`config.mk`:
```
export PLATFORM = sky130hd
export DESIGN_NAME = energy_job_scheduler
export DESIGN_NICKNAME = d
export VERILOG_FILES = /design/src/rtl/energy_job_scheduler.sv
export SDC_FILE = /design/constraint.sdc
export NUM_CORES = 1
export LEC_CHECK = 0
export ABC_AREA = 0
export CELL_PAD_IN_SITES_DETAIL_PLACEMENT = 2
export CELL_PAD_IN_SITES_GLOBAL_PLACEMENT = 2
export CORE_AREA = 2 2 266 268
export DETAILED_ROUTE_END_ITERATION = 6
export DIE_AREA = 0 0 268 270
export PLACE_DENSITY_LB_ADDON = 0.1
export SETUP_SLACK_MARGIN = 0.1
export SYNTH_ARGS = -nofsm -noshare
export SYNTH_HDL_FRONTEND = slang
export SYNTH_SLANG_ARGS = --single-unit
```
`constraint.sdc`:
```
create_clock -name clk_i -period 4.1 [get_ports clk_i]
set_clock_uncertainty 0.1 [all_clocks]
set_input_delay 0.41 -clock clk_i [delete_from_list [all_inputs] [get_ports clk_i]]
set_output_delay 0.41 -clock clk_i [all_outputs]
set_load 0.005 [all_outputs]
```
`src/rtl/energy_job_scheduler.sv`:
```
// energy_job_scheduler
// Runs one energy_monitor job at a time: config -> spin vector -> weight row
// stream -> energy readback -> result. Weight data bypasses this block; only
// row-group addresses are issued and the memory->monitor handshake is gated
// by a credit count of reads in flight. Also keeps the running minimum energy
// across jobs for the annealing loop.
//
//   state    | meaning
//   ---------+-----------------------------------------------------------
//   S_IDLE   | ready for a job; latches spin/start/id on the handshake
//   S_CONFIG | offering the start counter to the monitor
//   S_SPIN   | offering the spin vector to the monitor
//   S_STREAM | issuing row reads, forwarding responses as weight beats
//   S_WAIT_E | waiting for the monitor's total energy
//   S_RESULT | presenting the job result until it is taken
module energy_job_scheduler #(
  parameter int DATASPIN         = 256,
  parameter int PARALLELISM      = 4,
  parameter int ENERGY_TOTAL_BIT = 32,
  parameter int ID_BIT           = 8,
  parameter int MAX_OUTSTANDING  = 4,
  parameter int SPINIDX_BIT      = $clog2(DATASPIN),
  parameter int ADDR_BIT         = $clog2(DATASPIN / PARALLELISM)
) (
  input  logic                        clk_i,
  input  logic                        rst_ni,
  input  logic                        en_i,
  input  logic                        job_valid_i,
  output logic                        job_ready_o,
  input  logic [DATASPIN-1:0]         job_spin_i,
  input  logic [SPINIDX_BIT-1:0]      job_start_i,
  input  logic [ID_BIT-1:0]           job_id_i,
  output logic                        em_config_valid_o,
  input  logic                        em_config_ready_i,
  output logic [SPINIDX_BIT-1:0]      em_config_counter_o,
  output logic                        em_spin_valid_o,
  input  logic                        em_spin_ready_i,
  output logic [DATASPIN-1:0]         em_spin_o,
  output logic                        mem_req_valid_o,
  input  logic                        mem_req_ready_i,
  output logic [ADDR_BIT-1:0]         mem_req_addr_o,
  input  logic                        mem_rsp_valid_i,
  output logic                        mem_rsp_ready_o,
  output logic                        em_weight_valid_o,
  input  logic                        em_weight_ready_i,
  input  logic                        em_energy_valid_i,
  output logic                        em_energy_ready_o,
  input  logic [ENERGY_TOTAL_BIT-1:0] em_energy_i,
  output logic                        res_valid_o,
  input  logic                        res_ready_i,
  output logic [ENERGY_TOTAL_BIT-1:0] res_energy_o,
  output logic [ID_BIT-1:0]           res_id_o,
  output logic                        res_new_best_o,
  output logic [ENERGY_TOTAL_BIT-1:0] best_energy_o,
  output logic [ID_BIT-1:0]           best_id_o,
  input  logic                        clear_best_i
);

  localparam int ROWS      = DATASPIN / PARALLELISM;
  localparam int ROW_BIT   = $clog2(ROWS + 1);
  localparam int PAR_SHIFT = $clog2(PARALLELISM);
  localparam int CRED_BIT  = 4;
  localparam logic [CRED_BIT-1:0] CRED_MAX = CRED_BIT'(MAX_OUTSTANDING);

  typedef enum logic [2:0] {
    S_IDLE,
    S_CONFIG,
    S_SPIN,
    S_STREAM,
    S_WAIT_E,
    S_RESULT
  } state_t;

  state_t                      state_q, state_d;
  logic [DATASPIN-1:0]         spin_q, spin_d;
  logic [SPINIDX_BIT-1:0]      start_q, start_d;
  logic [ID_BIT-1:0]           id_q, id_d;
  logic [ADDR_BIT-1:0]         addr_q, addr_d;
  logic [ROW_BIT-1:0]          req_left_q, req_left_d;
  logic [ROW_BIT-1:0]          fwd_left_q, fwd_left_d;
  logic [CRED_BIT-1:0]         cred_q, cred_d;
  logic [ENERGY_TOTAL_BIT-1:0] res_energy_q, res_energy_d;
  logic                        res_new_best_q, res_new_best_d;
  logic [ENERGY_TOTAL_BIT-1:0] best_energy_q, best_energy_d;
  logic [ID_BIT-1:0]           best_id_q, best_id_d;
  logic                        best_valid_q, best_valid_d;

  logic                        in_stream;
  logic                        fwd_open;
  logic                        req_hs;
  logic                        fwd_hs;
  logic                        best_live;
  logic                        new_best;
  logic [ADDR_BIT-1:0]         start_grp;

  // Handshake gating: every valid/ready is forced low while disabled. Responses
  // are only passed through while at least one read is outstanding, so a stray
  // response is neither forwarded nor acknowledged.
  always_comb begin
    in_stream         = en_i && (state_q == S_STREAM);
    fwd_open          = in_stream && (cred_q != '0);
    job_ready_o       = en_i && (state_q == S_IDLE);
    em_config_valid_o = en_i && (state_q == S_CONFIG);
    em_spin_valid_o   = en_i && (state_q == S_SPIN);
    em_energy_ready_o = en_i && (state_q == S_WAIT_E);
    res_valid_o       = en_i && (state_q == S_RESULT);
    mem_req_valid_o   = in_stream && (req_left_q != '0) && (cred_q < CRED_MAX);
    em_weight_valid_o = fwd_open && mem_rsp_valid_i;
    mem_rsp_ready_o   = fwd_open && em_weight_ready_i;
    req_hs            = mem_req_valid_o && mem_req_ready_i;
    fwd_hs            = em_weight_valid_o && em_weight_ready_i;
  end

  // Best-energy compare; a clear in the same cycle makes the incoming energy win.
  always_comb begin
    start_grp = ADDR_BIT'(job_start_i >> PAR_SHIFT);
    best_live = best_valid_q && !clear_best_i;
    new_best  = !best_live || ($signed(em_energy_i) < $signed(best_energy_q));
  end

  // Next-state and datapath updates; nothing moves while en_i is low.
  always_comb begin
    state_d        = state_q;
    spin_d         = spin_q;
    start_d        = start_q;
    id_d           = id_q;
    addr_d         = addr_q;
    req_left_d     = req_left_q;
    fwd_left_d     = fwd_left_q;
    cred_d         = cred_q;
    res_energy_d   = res_energy_q;
    res_new_best_d = res_new_best_q;
    best_energy_d  = best_energy_q;
    best_id_d      = best_id_q;
    best_valid_d   = best_valid_q;

    if (en_i) begin
      if (clear_best_i) begin
        best_valid_d = 1'b0;
      end

      case (state_q)
        S_IDLE: begin
          if (job_valid_i) begin
            spin_d     = job_spin_i;
            start_d    = {start_grp, {PAR_SHIFT{1'b0}}};
            id_d       = job_id_i;
            addr_d     = start_grp;
            req_left_d = ROW_BIT'(ROWS) - ROW_BIT'(start_grp);
            fwd_left_d = ROW_BIT'(ROWS) - ROW_BIT'(start_grp);
            cred_d     = '0;
            state_d    = S_CONFIG;
          end
        end

        S_CONFIG: begin
          if (em_config_ready_i) begin
            state_d = S_SPIN;
          end
        end

        S_SPIN: begin
          if (em_spin_ready_i) begin
            state_d = S_STREAM;
          end
        end

        S_STREAM: begin
          if (req_hs) begin
            addr_d     = addr_q + ADDR_BIT'(1);
            req_left_d = req_left_q - ROW_BIT'(1);
          end
          if (fwd_hs) begin
            fwd_left_d = fwd_left_q - ROW_BIT'(1);
            if (fwd_left_q == ROW_BIT'(1)) begin
              state_d = S_WAIT_E;
            end
          end
          if (req_hs && !fwd_hs) begin
            cred_d = cred_q + CRED_BIT'(1);
          end else if (fwd_hs && !req_hs) begin
            cred_d = cred_q - CRED_BIT'(1);
          end
        end

        S_WAIT_E: begin
          if (em_energy_valid_i) begin
            res_energy_d   = em_energy_i;
            res_new_best_d = new_best;
            if (new_best) begin
              best_energy_d = em_energy_i;
              best_id_d     = id_q;
              best_valid_d  = 1'b1;
            end
            state_d = S_RESULT;
          end
        end

        S_RESULT: begin
          if (res_ready_i) begin
            state_d = S_IDLE;
          end
        end

        default: state_d = S_IDLE;
      endcase
    end
  end

  // State and datapath registers.
  always_ff @(posedge clk_i or negedge rst_ni) begin
    if (!rst_ni) begin
      state_q        <= S_IDLE;
      spin_q         <= '0;
      start_q        <= '0;
      id_q           <= '0;
      addr_q         <= '0;
      req_left_q     <= '0;
      fwd_left_q     <= '0;
      cred_q         <= '0;
      res_energy_q   <= '0;
      res_new_best_q <= 1'b0;
      best_energy_q  <= '0;
      best_id_q      <= '0;
      best_valid_q   <= 1'b0;
    end else begin
      state_q        <= state_d;
      spin_q         <= spin_d;
      start_q        <= start_d;
      id_q           <= id_d;
      addr_q         <= addr_d;
      req_left_q     <= req_left_d;
      fwd_left_q     <= fwd_left_d;
      cred_q         <= cred_d;
      res_energy_q   <= res_energy_d;
      res_new_best_q <= res_new_best_d;
      best_energy_q  <= best_energy_d;
      best_id_q      <= best_id_d;
      best_valid_q   <= best_valid_d;
    end
  end

  // Data outputs come straight from the registers.
  always_comb begin
    em_config_counter_o = start_q;
    em_spin_o           = spin_q;
    mem_req_addr_o      = addr_q;
    res_energy_o        = res_energy_q;
    res_id_o            = id_q;
    res_new_best_o      = res_new_best_q;
    best_energy_o       = best_energy_q;
    best_id_o           = best_id_q;
  end

endmodule

```
gate_families.png
Drawn at 2 px/micron.
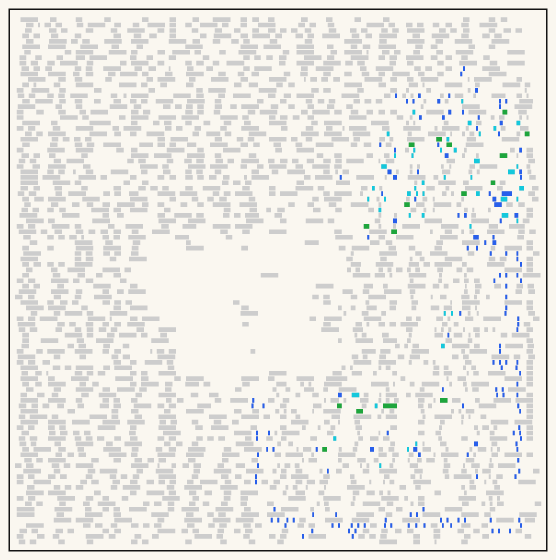
- AND-OR and OR-AND gates: green (cells 16; most used a22o_1)
- NOR gates: cyan (cells 46; most used nor2_1)
- NAND gates: blue (cells 157; most used nand2_1)
logic share of the area: 26.18%
dominant logic cell type in the layout: clkdlybuf4s50_1
Non-Filler Instances: 2990

final_congestion.png
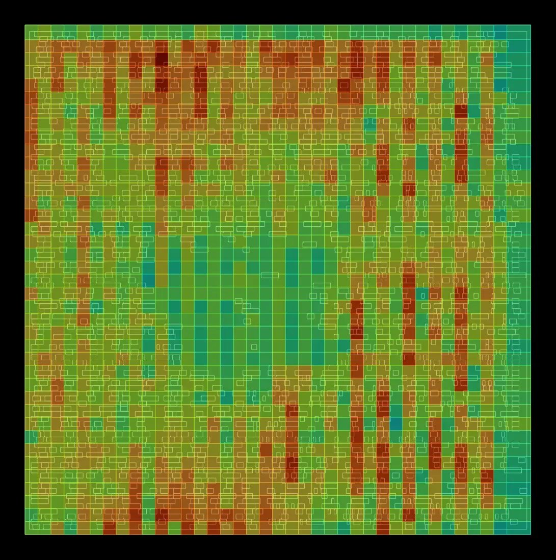
Final Util: 37.69%
met2 Track Usage GR: 37.80%
GR Layer Usage met3: 7.422%
met1 global-route usage: 25.98%
WL per Instance: 26.40 microns

==> job_summary.md <==
## Synthesis and layout report

| Metric | Value |
|---|---|
| Met2 WL post-DR | `around 40000 microns` |
| Num Clock Sinks | `371` |
| All-Layer GR Usage | `around 22%` |
| Final Max Tran Viols | `0` |
| Fin nets | `2361` |
| Number of global-route vias before repair | `about 16000` |
| Iter 0 DRT Violations | `approximately 430` |
| Period utilization | `between 70% and 80%` |
| Die width | `approximately 270 microns` |
| Metal3 WL | `~6000 microns` |
| Min-Delay Path Class | `in2reg` |
| Yosys warning tally | `0` |
| Cell Rows | `around 97` |
| Yosys top cell by area | `dfrtp_1` |
| Clk pin slew, worst setup/hold paths | `around 0.060 ns` |
| Status | `complete, no violations` |
| Tool warnings | `30` |
| DP Cell Count | `2893` |
| Synth Flop Type | `dfrtp_1` |
| Worst Path Arrival | `2.40 ns` |
| Top cells by area | `dfrtp_1 (56%), mux2_2 (17%), nand2_1 (3.0%)` |
| # DRC | `0` |
| Most frequent cell after synthesis | `dfrtp_1` |
| Final hold viol count | `0` |
| Top cell type's share of synthesized area | `55.62%` |
| First-pass GRT wire length | `between 100000 and 150000 microns` |
| Core footprint | `between 0.06 and 0.07 sq mm` |
| CP Max Fanout | `15` |
| VDD IR max | `~0.41 mV` |
| Post-DP HPWL | `between 60000 and 70000 microns` |
| Post-synth top cells | `dfrtp_1 (371), mux2_2 (251), nand2_1 (134), a21oi_1 (68), buf_2 (49)` |
| Asr flop ratio synth | `100.0%` |
| Least-Margin Pin Slew | `0.9186 ns` |
| Post-Syn Instances | `between 1000 and 1500` |
| Fraction of layout cells with a size suffix above 1 | `between 10% and 20%` |
| # Cells Yosys | `1335` |
| Top layer in use | `met5` |
| Final setup violation count | `0` |
| I/O Pins | `roughly 680` |
| Nature of the critical path startpoint | `register` |
| Post-synth EDFFs | `0` |
| Final ANT Viol Nets | `0` |
| Port bufs | `~670` |
| Leakage | `between 10 and 15 nW` |
| H-Tree Depth | `2` |
| CTS tree | `done` |
| DR vias/cell | `about 4.7` |
| Die height | `approximately 270 microns` |
| RSZ-0062 raised after global routing | `no` |
| Clk_lat worst skew | `roughly 0.59 ns` |
| Tmin final | `approximately 2.9 ns` |
| WP data required | `approximately 3.6 ns` |
| Core Density at Floorplan | `roughly a quarter` |
| CTS root buf | `clkbuf_16` |
| Ys flops | `~370` |
| Antenna violations before repair | `21` |
| Unique cell types | `about 59` |
| Register area share after synthesis | `55.62%` |
| Avg Cell Area, Syn | `between 10 and 15 sq um` |
| P&R area growth vs syn | `57.02%` |
| Bufs on Longest Clock Path | `3` |
| Routed length on met1 | `31560 microns` |
| Slew headroom | `38.76%` |
| Inserted Clock Buffers | `about 49` |
| P per Cell Area | `693.9 mW/mm^2` |
| Maxcap violations | `0` |
| Max Fclk | `around 340 MHz` |
| Synthesized area | `0.01669 sq mm` |
| Largest net degree at the start of global routing | `roughly 96` |
| Yosys chip area | `around 0.017 sq mm` |
| GP Congestion | `0.8838` |
| Die area | `around 0.072 sq mm` |
| Setup crit end kind | `output pin` |
| First-pass iteration count of the detailed router | `4` |
| Crit path kind | `reg2out` |
| Total congestion overflow | `0` |
| TNS Setup | `0 ns` |
wire_density.png
Drawn at 1.5 px/micron. 27 x 27 tiles, from white (low) to dark blue (high), scaled to the fullest tile. Values are wire area over tile area, all layers added.
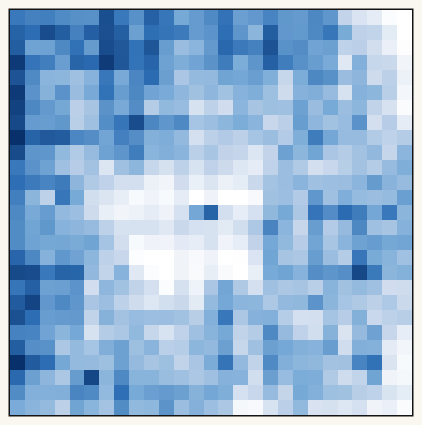
- nearly empty tiles: 1.9%
- densest ninth of the die: top left
- fullest tile: 0.41
- emptiest ninth of the die: middle
- mean over tiles: 0.18
- tiles over half the peak: 36%

met4.png
Drawn at 2 px/micron. Supply wires on this layer in grey.
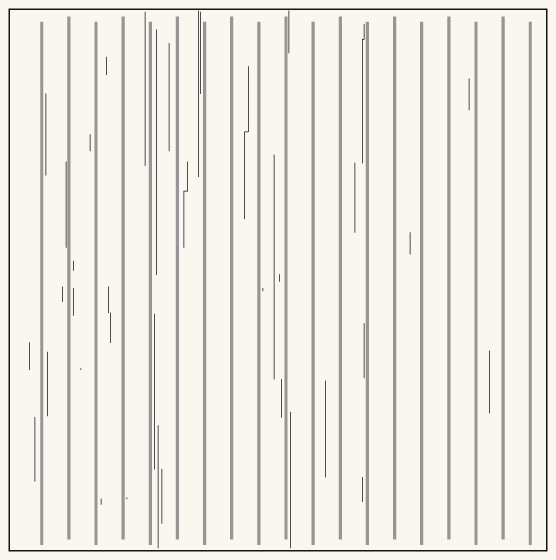
- main direction: vertical
- wire length on this layer: 1380 microns
- nets with wire on the layer: 22
- share of all routed wire: 1.7%
Routed Wire Length: 78940 microns
routed vias: 13950

-- where the power goes --
group,switching (mW),internal (mW)
sequential,1.10,5.26
clock,1.79,2.56
combinational,3.17,4.32
-- final timing paths --
| path | start | endpoint | slack (ns) | cells after the start |
|---|---|---|---|---|
| worst max-delay path | state_q[0] | mem_req_valid_o | 1.19 | 3 |
| worst min-delay path | job_spin_i[119] | em_spin_o[119] | 0.30 | 2 |
| worst max register to register | state_q[0] | cred_q[3] | 1.20 | 11 |
| worst min register to register | res_energy_o[15] | res_energy_o[15] | 0.37 | 2 |
| max in group asynchronous | rst_ni | em_spin_o[6] | 2.55 | 3 |
| min in group asynchronous | rst_ni | res_energy_o[14] | 0.36 | 2 |
-- state kept, by name, summed over array words and instances (netlist names) --
name,count
req_left_q,7
em_spin_o,256
best_energy_o,32
em_config_counter_o,6
cred_q,4
fwd_left_q,7
best_id_o,8
best_valid_q,1
mem_req_addr_o,6
res_id_o,8
res_energy_o,32
res_new_best_o,1
state_q,3
-- final cells by class --
cell class	instances	area (sq um)
fillers	7212	43330
flip-flops and latches	371	9284
repair buffers	699	7069
multi-input cells	837	6862
clock buffers	75	1484
well taps	940	1176
inverters	47	176.4
clock inverters	12	135.1
diodes	9	22.52
-- per-stage QoR --
| step | hold WS [ns] | utilization, % | setup slack (ns) | cell area, sq um | power [mW] |
|---|---|---|---|---|---|
| final | 0.2966 | 37.69 | 1.195 | 26210 | 18.19 |
| after global routing | 0.2698 | 37.67 | 0.8744 | 26200 | 19.32 |
| after CTS | 0.2431 | 37.66 | 1.102 | 26190 | 18.55 |
| after detailed placement | 0.3717 | 35.31 | 0.5693 | 24560 | 13.97 |
| after global placement | 0.3588 | 35.31 | 0.7093 | 24560 | 13.76 |
| after floorplan | 0.01441 | - | 1.671 | 16690 | 8.748 |
-- worst max-delay path, cell delays in order, from the launching register on --
cell and delay [ns]:
dfrtp_1 0.69, nand4b_2 0.23, a211oi_1 0.32, clkdlybuf4s50_1 0.57
-- layout by cell type (no fill, tap or decap), types with 40 or more instances in the layout --
cell type,n
dfrtp_1,371
clkdlybuf4s50_1,669
mux2i_1,40
a21oi_1,68
inv_1,47
a22oi_1,44
and3_1,41
clkbuf_16,49
mux2_2,251
nand2_1,132
-- metal layers --
metal	GRT usage [%]	vias to the layer above
met1	25.98	7284
li1	-	6149
met3	7.422	91
met2	37.80	420
met5	0	-
met4	4.249	10
-- kinds of logic after synthesis --
family / share of synthesized area (%)
and+or+nand+nor: 7.121
DFF: 55.62
muxes: 20.68
xor gates and xnor gates: 0.2624
AOI/OAI and AO/OA: 9.708
other: 0.02247
buffers and inverters: 3.538
adders and majority gates: 3.043
-- timing repair --
action,in CTS,in global routing
resized,0,0
buffers inserted,0,0
hold buffers,1,0
endpoints found under the setup margin,0,0
endpoints found under the hold margin,87,0
No activity file was given, so power comes from the tool's default toggle rates.
